Gate-type map:
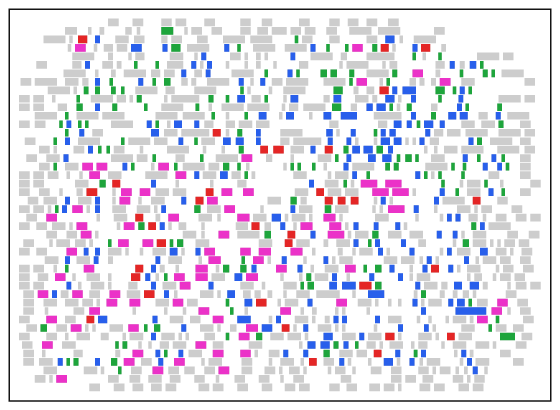
Congestion heat map:
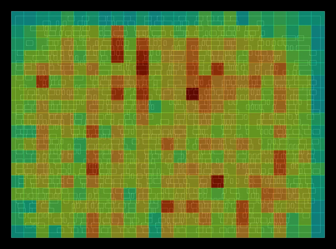
Register map, names as in the netlist:
Bar = 50 µm. Other sequential cells in the stronger gray, the rest of the logic in the fainter gray.
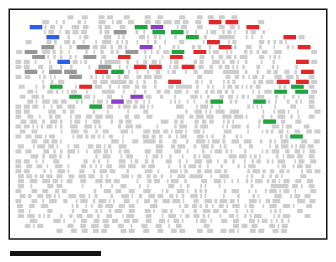
Wiring by layer:
Two of the layers only.
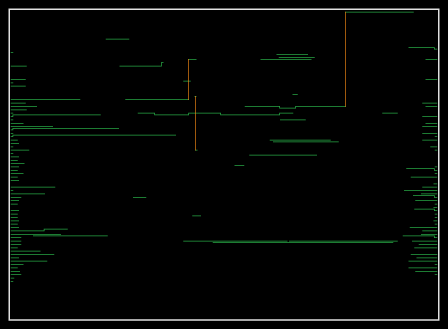
Cell sizes after repair:
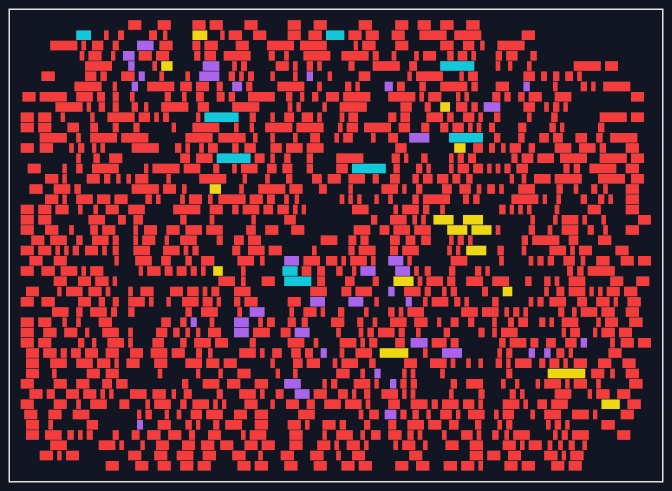
$ cat src/rtl/intra_pkg.sv
// Shared intra-prediction definitions: H.264 intra4x4 mode codes, scheduler states
// and the directional-mode index to mode-code lookup.
package intra_pkg;

  localparam int NUM_MODES_4X4 = 8;

  typedef logic [3:0] intra4x4_mode_t;

  localparam intra4x4_mode_t MODE_V   = 4'd0;
  localparam intra4x4_mode_t MODE_H   = 4'd1;
  localparam intra4x4_mode_t MODE_DDL = 4'd3;
  localparam intra4x4_mode_t MODE_DDR = 4'd4;
  localparam intra4x4_mode_t MODE_VR  = 4'd5;
  localparam intra4x4_mode_t MODE_HD  = 4'd6;
  localparam intra4x4_mode_t MODE_VL  = 4'd7;
  localparam intra4x4_mode_t MODE_HU  = 4'd8;

  typedef enum logic [2:0] {
    ST_IDLE, ST_PRED, ST_RES, ST_COST, ST_EMIT, ST_DONE
  } sched_state_t;

  // DC (code 2) is not among the evaluated directional modes, hence the gap.
  function automatic intra4x4_mode_t mode_code(input logic [2:0] idx);
    case (idx)
      3'd0:    mode_code = MODE_V;
      3'd1:    mode_code = MODE_H;
      3'd2:    mode_code = MODE_DDL;
      3'd3:    mode_code = MODE_DDR;
      3'd4:    mode_code = MODE_VR;
      3'd5:    mode_code = MODE_HD;
      3'd6:    mode_code = MODE_VL;
      default: mode_code = MODE_HU;
    endcase
  endfunction

endpackage

$ cat src/rtl/intra_argmin8.sv
// Combinational argmin over N unsigned costs; ties resolve to the lowest index.
// Built as a heap-ordered binary tree, so N must be a power of two.
module intra_argmin8 #(
  parameter  int N  = 8,
  parameter  int W  = 16,
  localparam int IW = $clog2(N)
) (
  input  logic [N-1:0][W-1:0] cost,
  output logic [IW-1:0]       win_idx,
  output logic [W-1:0]        win_cost
);

  // Node j has children 2j+1 (lower indices) and 2j+2; leaf for index m sits at N-1+m.
  logic [W-1:0]  nc [2*N-1];
  logic [IW-1:0] ni [2*N-1];

  for (genvar m = 0; m < N; m++) begin : g_leaf
    assign nc[N-1+m] = cost[m];
    assign ni[N-1+m] = IW'(m);
  end

  // Right child wins only on strictly smaller cost, which keeps the lowest index on ties.
  for (genvar j = 0; j < N-1; j++) begin : g_node
    logic take_r;
    assign take_r = nc[2*j+2] < nc[2*j+1];
    assign nc[j]  = take_r ? nc[2*j+2] : nc[2*j+1];
    assign ni[j]  = take_r ? ni[2*j+2] : ni[2*j+1];
  end

  assign win_idx  = ni[0];
  assign win_cost = nc[0];

endmodule

$ cat src/rtl/intra4x4_mode_sched.sv
// Intra 4x4 per-macroblock scheduler: sequences predictor/residual enables for the
// 16 luma blocks, picks the cheapest mode per block and hands it downstream.
import intra_pkg::*;

module intra4x4_mode_sched #(
  parameter int PRED_LAT  = 2,
  parameter int COST_W    = 16,
  parameter int NUM_MODES = NUM_MODES_4X4
) (
  input  logic                        clk,
  input  logic                        reset,
  input  logic                        start,
  output logic                        busy,
  output logic [3:0]                  blk_idx,
  output logic                        pred_en,
  output logic                        res_en,
  input  logic                        cost_valid,
  input  logic [NUM_MODES*COST_W-1:0] cost,
  output logic                        out_valid,
  input  logic                        out_ready,
  output logic [3:0]                  out_blk,
  output logic [3:0]                  out_mode,
  output logic [COST_W-1:0]           out_cost,
  output logic                        done,
  output logic [COST_W+3:0]           mb_cost
);

  localparam logic [3:0] PRED_LAST = 4'(PRED_LAT - 1);

  sched_state_t        state, nxt;
  logic [3:0]          cnt;
  logic [2:0]          win_idx;
  logic [COST_W-1:0]   win_cost;
  logic [COST_W+3:0]   acc;

  intra_argmin8 #(.N(NUM_MODES), .W(COST_W)) u_argmin (
    .cost     (cost),
    .win_idx  (win_idx),
    .win_cost (win_cost)
  );

  always_ff @(posedge clk) begin
    if (reset) begin
      state    <= ST_IDLE;
      blk_idx  <= '0;
      cnt      <= '0;
      out_blk  <= '0;
      out_mode <= MODE_V;
      out_cost <= '0;
      acc      <= '0;
    end else begin
      state <= nxt;
      case (state)
        ST_IDLE: if (start) begin
          blk_idx <= '0;
          cnt     <= '0;
          acc     <= '0;
        end
        ST_PRED: cnt <= (cnt == PRED_LAST) ? 4'd0 : cnt + 4'd1;
        ST_COST: if (cost_valid) begin
          out_blk  <= blk_idx;
          out_mode <= mode_code(win_idx);
          out_cost <= win_cost;
          acc      <= acc + {4'b0, win_cost};
        end
        ST_EMIT: if (out_ready && blk_idx != 4'd15) blk_idx <= blk_idx + 4'd1;
        default: ;
      endcase
    end
  end

  always_comb begin
    nxt = state;
    case (state)
      ST_IDLE: if (start)                nxt = ST_PRED;
      ST_PRED: if (cnt == PRED_LAST)     nxt = ST_RES;
      ST_RES:                            nxt = ST_COST;
      ST_COST: if (cost_valid)           nxt = ST_EMIT;
      ST_EMIT: if (out_ready)            nxt = (blk_idx == 4'd15) ? ST_DONE : ST_PRED;
      ST_DONE:                           nxt = ST_IDLE;
      default:                           nxt = ST_IDLE;
    endcase
  end

  assign busy      = state != ST_IDLE;
  assign pred_en   = (state == ST_PRED) && (cnt == 4'd0);
  assign res_en    = state == ST_RES;
  assign out_valid = state == ST_EMIT;
  assign done      = state == ST_DONE;
  assign mb_cost   = acc;

endmodule

$ cat config.mk
export PLATFORM = sky130hd
export DESIGN_NAME = intra4x4_mode_sched
export DESIGN_NICKNAME = d
export VERILOG_FILES = /design/src/rtl/intra_pkg.sv /design/src/rtl/intra_argmin8.sv /design/src/rtl/intra4x4_mode_sched.sv
export SDC_FILE = /design/constraint.sdc
export NUM_CORES = 1
export LEC_CHECK = 0
export ABC_CLOCK_PERIOD_IN_PS = 12200
export CAP_MARGIN = 20
export CELL_PAD_IN_SITES_DETAIL_PLACEMENT = 1
export CELL_PAD_IN_SITES_GLOBAL_PLACEMENT = 1
export CORE_AREA = 2 2 171 123
export CTS_CLUSTER_DIAMETER = 80
export DETAILED_ROUTE_END_ITERATION = 10
export DIE_AREA = 0 0 173 125
export GPL_TIMING_DRIVEN = 0
export HOLD_SLACK_MARGIN = 0.15
export PLACE_DENSITY_LB_ADDON = 0.1
export SETUP_SLACK_MARGIN = 0.1
export SLEW_MARGIN = 20
export SYNTH_ARGS = -nofsm -noshare
export SYNTH_HDL_FRONTEND = slang
export SYNTH_HIERARCHICAL = 1
export SYNTH_SLANG_ARGS = --single-unit
$ cat constraint.sdc
create_clock -name clk -period 12.2 [get_ports clk]
set_clock_uncertainty 0.05 [all_clocks]
set_input_delay 2.44 -clock clk [delete_from_list [all_inputs] [get_ports clk]]
set_output_delay 2.44 -clock clk [all_outputs]
set_load 0.02 [all_outputs]
==> notes.md <==
Implementation numbers.

- The flow ran to the end, and the final reports show no timing, DRC or antenna violations.
- The number of cells on the worst reg-to-reg path is 8.
- The clock tree from TritonCTS is built.
- In this run the number of H-tree levels came out at 2.
- The area after detailed placement is 9260 µm².
- The via count of the first global-routing pass came to 7647.
- The number of nets produced by synthesis reads 1197.
- The proportion of synthesized area in mux cells is 12.2%.
- The die span in y is 125 µm.
- The launching point of the worst reg2reg path is mb_cost[0]$_SDFFE_PP0P_.
- The layout cell share with drive strength beyond 1 reads 5.56%.
- The portion of synthesized cell area occupied by the leading cell type reads 21.4%.
- The total half-perimeter wirelength after legalization and detailed placement reads 20800 µm.
- The power attributed to the clock group is 152 µW.
- The number of hold buffers added after CTS reads 0.
- The flow reports that combinational logic draws 70.8% of the design power.
- The iteration count of the initial detailed-routing pass is 5.
- The post-synthesis share of cell area spent on xor and xnor gates is 2.11%.
- The most critical setup path has its endpoint at mb_cost[14]$_SDFFE_PP0P_.
- In the routed design, unresolved DRC markers number 0.
- Counting buffers and inverters, the worst setup path is 43 cells deep.
- The highest achievable clock rate is 0.0874 GHz.
- The peak supply drop is 0.0638 mV.
- Per the timing report, the most critical flop-to-flop path finishes at mb_cost[14]$_SDFFE_PP0P_.
- The number of cells traversed by the worst hold path is 2.
- The proportion of final cell area spent on non-clock buffers reads 21.8%.
- The clock share of power reads 12.2%.
- The number of buffers and inverters on the critical path is 11.
- The number of antenna violations at the first check in global routing reads 0.
- The horizontal extent of the die reads 173 µm.
- The actual transition at the worst max-transition pin reads 0.751 ns.
- The clock latency on the worst-skew pair reads 0.30 ns.
- Setup repair after global routing left no endpoint under its margin.
- For flop-to-flop paths, the worst setup slack is 9.60 ns.
- The amount of wire on met3 after detailed routing reads 1260 µm.
- The number of inverters outside the clock class in the layout is 117.
- In this run the worst setup path begins at cost[6].
- The multi-input combinational cell count reads 730.
- The synthesized netlist devotes 19.0% of its cell area to simple gates.
- Of all the cell area in the finished design, the clock network holds 1.59%.
- The cell count after synthesis reads 942.
- The post-cts resize count reads 1.
- Post-synthesis, Yosys gives the total cell area as 7070 µm².
- The first-pass GRT wire length is 39800 µm.
- The top cell types in the final layout, fill and taps aside, are sky130_fd_sc_hd__clkdlybuf4s50_1, sky130_fd_sc_hd__ha_1, sky130_fd_sc_hd__a21oi_1.
- The count of state elements after synthesis is 55.
- Sorting the synthesized cells by area gives the leading types as sky130_fd_sc_hd__ha_1, sky130_fd_sc_hd__dfxtp_1, sky130_fd_sc_hd__mux2i_1, sky130_fd_sc_hd__a21oi_1, sky130_fd_sc_hd__inv_1.
- The setup TNS after final layout reads 0 ns.
- The cell class ranked first by area is combinational gates.
- The critical path is of the input port to flop type.
- Synthesis instantiated 74 different standard cells from the library.
- The critical path capture point type reads a flop.
- The share of synthesized cell area in and-or and or-and compound cells reads 20.2%.
- Port buffering added 184 buffers.
- Looking at the group totals, the largest power group turns out to be combinational logic.
- The number of non-clock buffers in the layout is 223.
- The flip-flop count of the largest register, all copies and words added reads 20.
- The smallest hold slack reads 0.412 ns.
- The internal portion of the total power is 643 µW.
- The kind of start point of the critical path reads an input port.
- The tree built by TritonCTS fans out to 55 sinks.
- The vias per cell reads 5.14.
- The number of hold-slack violations in the final timing report reads 0.
- Per the slew report, the remaining headroom to the max-slew limit stands at 49.8%.
- The power density of the placed cells reads 131 nW/µm².
- The switching part of the total power reads 48.3%.
- The global placement routability congestion is 0.872.
- The tool warning count for the run is 26.
- The number of nets in the layout is 1387.
- Buffers inserted during clock tree synthesis total 5.
- The worst path arrival time is 11.59 ns.
- The area of the core region is 20100 µm².
- The post-synthesis cell type with the largest combined area reads sky130_fd_sc_hd__ha_1.
- The met3 track demand over resource reads 4.01%.
- Counting flops with a built-in enable in the synthesized netlist gives 0.
- The area fraction in full adders, half adders and majority gates is 21.7%.
- The class of the tightest hold or removal check reads flop to flop.
- In the final layout, the clock buffer count is 5.
- The sum of routed wire segments on met1 is 12900 µm.
- The floorplan report lists the tap cell count as 276.
- The cell leakage power is 4.35 nW.
- Once the clock tree was built, the setup fixing pass inserted 0 buffers.
- The number of standard-cell rows in the floorplan is 44.
- Yosys reports that the most numerous cell types are sky130_fd_sc_hd__ha_1, sky130_fd_sc_hd__a21oi_1, sky130_fd_sc_hd__inv_1.
- The largest buffer count on any clock path reads 2.
- Clock tree synthesis selected as its root buffer the cell sky130_fd_sc_hd__clkbuf_16.
- Among the non-sequential cells, adder cells take the most area.
- The largest net degree at the start of global routing is 19.
- The I/O pin count reads 186.
- The number of nets still failing antenna checks after routing reads 0.
- The peak per-stage delay on the critical path is 0.50 ns.
- The sequential cell fraction of total power reads 16.9%.
- The worst-path maximum fanout reads 10.
- The fraction of the cycle the final worst path needs is 93.8%.
## Picture notes: 'gate-type map'
Green marks NAND gates, cells 151, where all over the die. Magenta marks multiplexers, cells 82. Blue marks inverting AOI/OAI gates, cells 195, where all over the die. Red marks AND-OR and OR-AND gates, cells 35.
Comb/total area: 56.7%
Commonest Layout Cell: sky130_fd_sc_hd__clkdlybuf4s50_1
Final Instance Count excl. Fillers: 1409

## Picture notes: 'congestion heat map'
total track usage: 22.5%
GR Layer Usage met2: 34.8%
Avg WL per Cell: 17.2 µm
Most Crowded Layer GR: met2
fraction of met1 tracks used by global routing: 33.5%

## Picture notes: 'register map, names as in the netlist'
Green marks out_cost, flops 16. Blue marks state, flops 3. Purple marks out_mode, flops 4. Red marks mb_cost, flops 20.
P_seq: 210 µW
Core Util, Final: 46.9%
sequential cell area: 1100 µm²
fraction of area in registers: 11.6%

## Picture notes: 'wiring by layer'
Orange marks met4, wire length 76.2 µm. Green marks met3, wire length 1260 µm.
overall routed net length: 24200 µm
DR vias: 7245

## Picture notes: 'cell sizes after repair'
Purple marks drive 2, cells 38. Red marks drive 1 or less, cells 1070. Yellow marks drive 3 to 4, cells 16. Cyan marks drive 6 and up, cells 9.
Worst Setup Slack, final: 0.752 ns
area grow syn2layout: 33.7%
area of all placed cells without fillers: 9460 µm²

Power figures rest on the tool's default switching activity, not on a simulated workload.
